<file path="config.mk">
export PLATFORM = sky130hd
export DESIGN_NAME = exibidor_sequencia
export DESIGN_NICKNAME = d
export VERILOG_FILES = /design/src/rtl/exibidor_pkg.sv /design/src/rtl/contador_m.sv /design/src/rtl/exibidor_sequencia.sv
export SDC_FILE = /design/constraint.sdc
export NUM_CORES = 1
export LEC_CHECK = 0
export CORE_MARGIN = 5
export CORE_UTILIZATION = 51
export DETAILED_ROUTE_END_ITERATION = 8
export GPL_TIMING_DRIVEN = 1
export PLACE_DENSITY = 0.8
export SLEW_MARGIN = 20
export SYNTH_ARGS = -nofsm -noshare
export SYNTH_HDL_FRONTEND = slang
export SYNTH_HIERARCHICAL = 1
export SYNTH_SLANG_ARGS = --single-unit
</file>
<file path="constraint.sdc">
create_clock -name clock -period 2.26 [get_ports clock]
set_clock_uncertainty 0.15 [all_clocks]
set_input_delay 0.452 -clock clock [delete_from_list [all_inputs] [get_ports clock]]
set_output_delay 0.452 -clock clock [all_outputs]
set_load 0.05 [all_outputs]
</file>
<file path="src/rtl/exibidor_pkg.sv">
// Shared definitions for the sequence playback unit: state encodings
// and the game RAM address width.
package exibidor_pkg;

  localparam int ADDR_W = 4;

  typedef enum logic [2:0] {
    OCIOSO   = 3'd0,
    ENDERECA = 3'd1,
    MOSTRA   = 3'd2,
    APAGA    = 3'd3,
    FIM      = 3'd4
  } estado_t;

endpackage

</file>
<file path="src/rtl/contador_m.sv">
// Modulo-M up counter with synchronous clear, used as the on/off timer.
module contador_m #(
  parameter int M = 16,
  parameter int N = $clog2(M)
) (
  input  logic         clock,
  input  logic         zera_s,
  input  logic         conta,
  output logic [N-1:0] Q
);

  // Clear has priority; otherwise count while enabled and wrap at M-1.
  always_ff @(posedge clock) begin
    if (zera_s) begin
      Q <= '0;
    end else if (conta) begin
      if (Q == N'(M - 1)) Q <= '0;
      else                Q <= Q + N'(1);
    end
  end

endmodule

</file>
<file path="src/rtl/exibidor_sequencia.sv">
// Playback unit for the memory game: shows RAM words 0..rodada on the LEDs,
// each lit for t_on cycles followed by a t_off blank gap.
// Optional feature macro: EXIBIDOR_BUZZER_EN (drives toca while a word is lit;
// when undefined toca is tied low).
module exibidor_sequencia
  import exibidor_pkg::*;
#(
  parameter int CLOCK_FREQ = 5000,
  parameter int T_ON       = CLOCK_FREQ / 2,
  parameter int T_OFF      = CLOCK_FREQ / 4
) (
  input  logic              clock,
  input  logic              reset,
  input  logic              iniciar,
  input  logic [ADDR_W-1:0] rodada,
  input  logic              rapido,
  input  logic [3:0]        dado_mem,
  output logic [ADDR_W-1:0] endereco,
  output logic [3:0]        leds,
  output logic              toca,
  output logic              ocupado,
  output logic              fim,
  output logic [2:0]        db_estado
);

  localparam int TW = $clog2(T_ON + 1);

  localparam logic [TW-1:0] ON_M1_FULL  = TW'(T_ON - 1);
  localparam logic [TW-1:0] ON_M1_HALF  = TW'(T_ON / 2 - 1);
  localparam logic [TW-1:0] OFF_M1_FULL = TW'(T_OFF - 1);
  localparam logic [TW-1:0] OFF_M1_HALF = TW'(T_OFF / 2 - 1);

  estado_t           estado, estado_next;
  logic [ADDR_W-1:0] rod_reg;
  logic              rap_reg;
  logic [TW-1:0]     tempo;
  logic              zera_s;
  logic              conta;
  logic [TW-1:0]     on_m1;
  logic [TW-1:0]     off_m1;
  logic              aceita;

  assign aceita = (estado == OCIOSO) && iniciar;
  assign on_m1  = rap_reg ? ON_M1_HALF  : ON_M1_FULL;
  assign off_m1 = rap_reg ? OFF_M1_HALF : OFF_M1_FULL;

  // The timer restarts on every state change so no count carries over.
  assign zera_s = reset || (estado_next != estado);
  assign conta  = (estado == MOSTRA) || (estado == APAGA);

  contador_m #(
    .M (T_ON + 1),
    .N (TW)
  ) u_timer (
    .clock  (clock),
    .zera_s (zera_s),
    .conta  (conta),
    .Q      (tempo)
  );

  // State register.
  always_ff @(posedge clock) begin
    if (reset) estado <= OCIOSO;
    else       estado <= estado_next;
  end

  // Next-state logic; durations come from the mode latched at start.
  always_comb begin
    estado_next = estado;
    case (estado)
      OCIOSO:   if (iniciar) estado_next = ENDERECA;
      ENDERECA: estado_next = MOSTRA;
      MOSTRA:   if (tempo == on_m1) estado_next = APAGA;
      APAGA:    if (tempo == off_m1)
                  estado_next = (endereco == rod_reg) ? FIM : ENDERECA;
      FIM:      estado_next = OCIOSO;
      default:  estado_next = OCIOSO;
    endcase
  end

  // Read address: cleared on start, advanced when a gap ends mid-sequence.
  always_ff @(posedge clock) begin
    if (reset) begin
      endereco <= '0;
    end else if (aceita) begin
      endereco <= '0;
    end else if ((estado == APAGA) && (estado_next == ENDERECA)) begin
      endereco <= endereco + ADDR_W'(1);
    end
  end

  // Round and mode are latched only on an accepted start.
  always_ff @(posedge clock) begin
    if (aceita) begin
      rod_reg <= rodada;
      rap_reg <= rapido;
    end
  end

  // State-decoded outputs.
  always_comb begin
    leds      = (estado == MOSTRA) ? dado_mem : 4'd0;
    ocupado   = (estado != OCIOSO);
    fim       = (estado == FIM);
    db_estado = estado;
  end

`ifdef EXIBIDOR_BUZZER_EN
  assign toca = (estado == MOSTRA);
`else
  assign toca = 1'b0;
`endif

endmodule

</file>
Figure 1. Clock network drawn from the DEF.
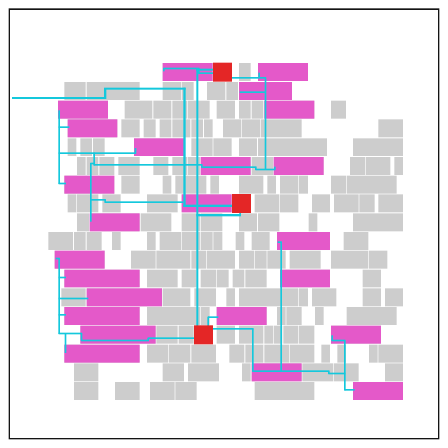
- red: cells driving clock nets (count 3)
- magenta: flip-flops (count 24)
- cyan: clock wires (length 313 um)
- routed clock nets: 4

Figure 2. Cell classes on the final placement.
The bar under the picture is 20 um long.
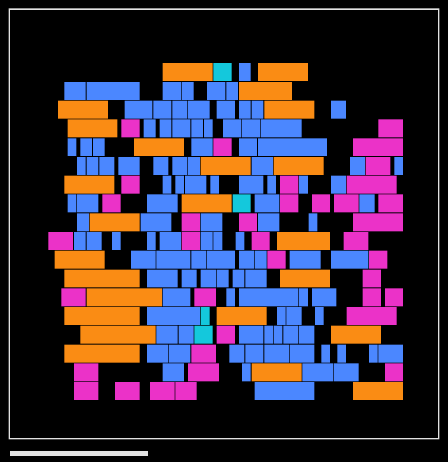
- magenta: other buffers and delay cells (cells 37)
- orange: flip-flops (cells 24)
- blue: all other logic (cells 110)
- cyan: clock drivers and dummy loads (cells 4)

==> out/qor.csv <==
stage;metric;value;unit
grt;grt_pass1_wl;5.112;mm
grt;groute.usage.overall;0.1837;
critical_path;cp-end-kind;output pin;
critical_path;crit_path_max_incr_delay;830;ps
logic_synthesis;synth.yosys.chip_area;0.001381;sq mm
layout;area_delta_synth_final;30.80;%
logic_synthesis;synthCells;138;
detailed_routing;tally_of_nets_with_antenna_violations_remaining_after_routing;0;
logic_synthesis;synthesis.area_per_instance;10.01;sq um
die;placement_rows;18;
clock_tree;clk_path_buf_depth;2;
final_timing;finalHoldViolations;0;
clock_tree;clkTransAtPathRegs;130;ps
layout;final-seq-area;533.0;sq um
logic_synthesis;synthMuxAreaShare;0.03623;
logic_synthesis;syn-num-nets;153;
power_and_ir_drop;cellPowerDensity;448.7;mW/mm^2
grt;pin_count_of_the_biggest_net_entering_global_routing;14;
logic_synthesis;fa_ha_area_frac;0.02717;
place;post-place-cells;201;
die;ioPinCount;26;
layout;largest_register_ff_count;12;
place;hpwlAfterDp;2.475;mm
die;floorplan.die.width;62.05;um
critical_path;worst-r2r-setup-slack;130;ps
clock_tree;tritoncts;done;
layout;logic_area;829.5;sq um
critical_path;crit_slowest_cell;sky130_fd_sc_hd__clkdlybuf4s50_1;
final_timing;final_period_minus_worst_setup_slack;2175;ps
place;place.port_buffers;24;
critical_path;timing.critical_path.required;1660;ps
worst_hold_path;hold-path-endpoint;endereco[3];
die;floorplan_core_density;0.5428;
power_and_ir_drop;total_leakage_power;0.6567;nW
logic_synthesis;post_synth_and_or_nand_nor_area_fraction;0.3623;
power_and_ir_drop;irDropWorstVdd;0.3866;mV
final_timing;achievable-frequency;459.7;MHz
final_timing;finalSetupTns;0;ps
critical_path;worst-setup-path-type;reg2out;
die;chip_area;0.003850;sq mm
run;maxCapViolations;0;
clock_tree;post-cts-setup-buffer-count;0;
critical_path;rr_worst_depth;4;
status;result_of_the_run;completed;
worst_hold_path;timing.hold.worst.class;reg2reg;
critical_path;timing.critical_path.fanout_max;4;
logic_synthesis;synth_compound_gate_area_share;0.1096;
==> power by group <==
part           switching (mW)  leakage (nW)  internal [mW]  total [mW]
sequential             0.0143         0.202          0.450       0.464
clock                   0.132        0.0150         0.0693       0.201
combinational          0.0792         0.440         0.0656       0.145
==> cell usage after synthesis, drive strengths merged (2+ instances only) <==
cell,n,area [sq um]
ha,3,37.54
xor2,3,26.28
inv,4,15.01
dfxtp,19,380.4
o31ai,3,22.52
xnor2,5,43.79
a21oi,8,40.04
nand2,11,41.29
nand4,7,73.82
nor4bb,3,30.03
o21ai,4,20.02
nor4,2,12.51
nor3,4,25.02
nor2,9,33.78
nand3,4,20.02
nor4b,5,80.08
and2,4,25.02
or4,3,22.52
nor2b,2,15.02
buf,3,17.52
o22ai,2,12.51
edfxtp,5,150.1
or3,8,58.80
mux2i,5,50.05
==> routing by layer <==
| layer | part of all wire | vias up | GRT usage |
|---|---|---|---|
| li1 | - | 595 | - |
| met1 | 0.43 | 563 | 0.2176 |
| met2 | 0.47 | 49 | 0.3180 |
| met3 | 0.083 | 5 | 0.03926 |
| met4 | 0.017 | 0 | 0.07879 |
| met5 | 0 | - | 0 |
==> stage by stage <==
stage | utilization | instance area, sq um | power [mW] | setup WS, ps | hold slack (ps)
after global placement | 0.6942 | 1767 | 0.6129 | 189.1 | 349.4
after global routing | 0.7099 | 1807 | 0.8433 | 19.19 | 416.0
after detailed placement | 0.6942 | 1767 | 0.6176 | 117.5 | 358.9
after CTS | 0.7035 | 1790 | 0.8142 | 18.94 | 381.2
after floorplan | - | 1386 | 0.5552 | 68.49 | 320.4
final | 0.7099 | 1807 | 0.8107 | 84.87 | 377.3
==> logic make-up after synthesis <==
family | count (synthesis)
XOR/XNOR | 8
AND/OR/NAND/NOR | 68
adder cells (fa/ha/maj) | 3
multiplexers | 5
AND-OR/OR-AND | 21
flip-flops | 24
buffers and inverters | 8
other | 1
==> how the worst max path moves through the flow <==
stage / to / slack [ps] / cells past startpoint / start
after floorplan: u_timer/Q[0] / 70 / 7 / db_estado[1]
after global placement: u_timer/Q[0] / 190 / 6 / u_timer/Q[7]
after detailed placement: u_timer/Q[0] / 120 / 6 / u_timer/Q[7]
after CTS: leds[2] / 20 / 4 / db_estado[1]
after global routing: endereco[3] / 20 / 1 / endereco[3]
final: endereco[3] / 80 / 1 / endereco[3]
==> layout make-up <==
cell class | instances | share of cell area
sequential | 24 | 0.2950
timing repair buffer | 37 | 0.2022
clock buffer | 4 | 0.01454
multi-input combinational | 106 | 0.4591
tap | 30 | 0.02078
inverter | 4 | 0.008310
==> cell usage in the layout, fill, tap and decap left out, drive strengths merged, types with 4 or more instances in the layout <==
master	count
inv	4
dfxtp	19
nand3	4
and2	4
nand2	11
nand4	7
nor2	9
o21ai	4
buf	22
mux2i	5
nor4b	5
xnor2	5
clkdlybuf4s50	12
or3	8
clkbuf	4
a21oi	8
edfxtp	5
nor3	4
==> what timing repair did <==
item / in CTS / in global routing
hold buffers: 0 / 0
gates cloned: 0 / 0
gates resized: 2 / 5
setup endpoints to repair: 2 / 17
Power and IR drop assume default switching activity.
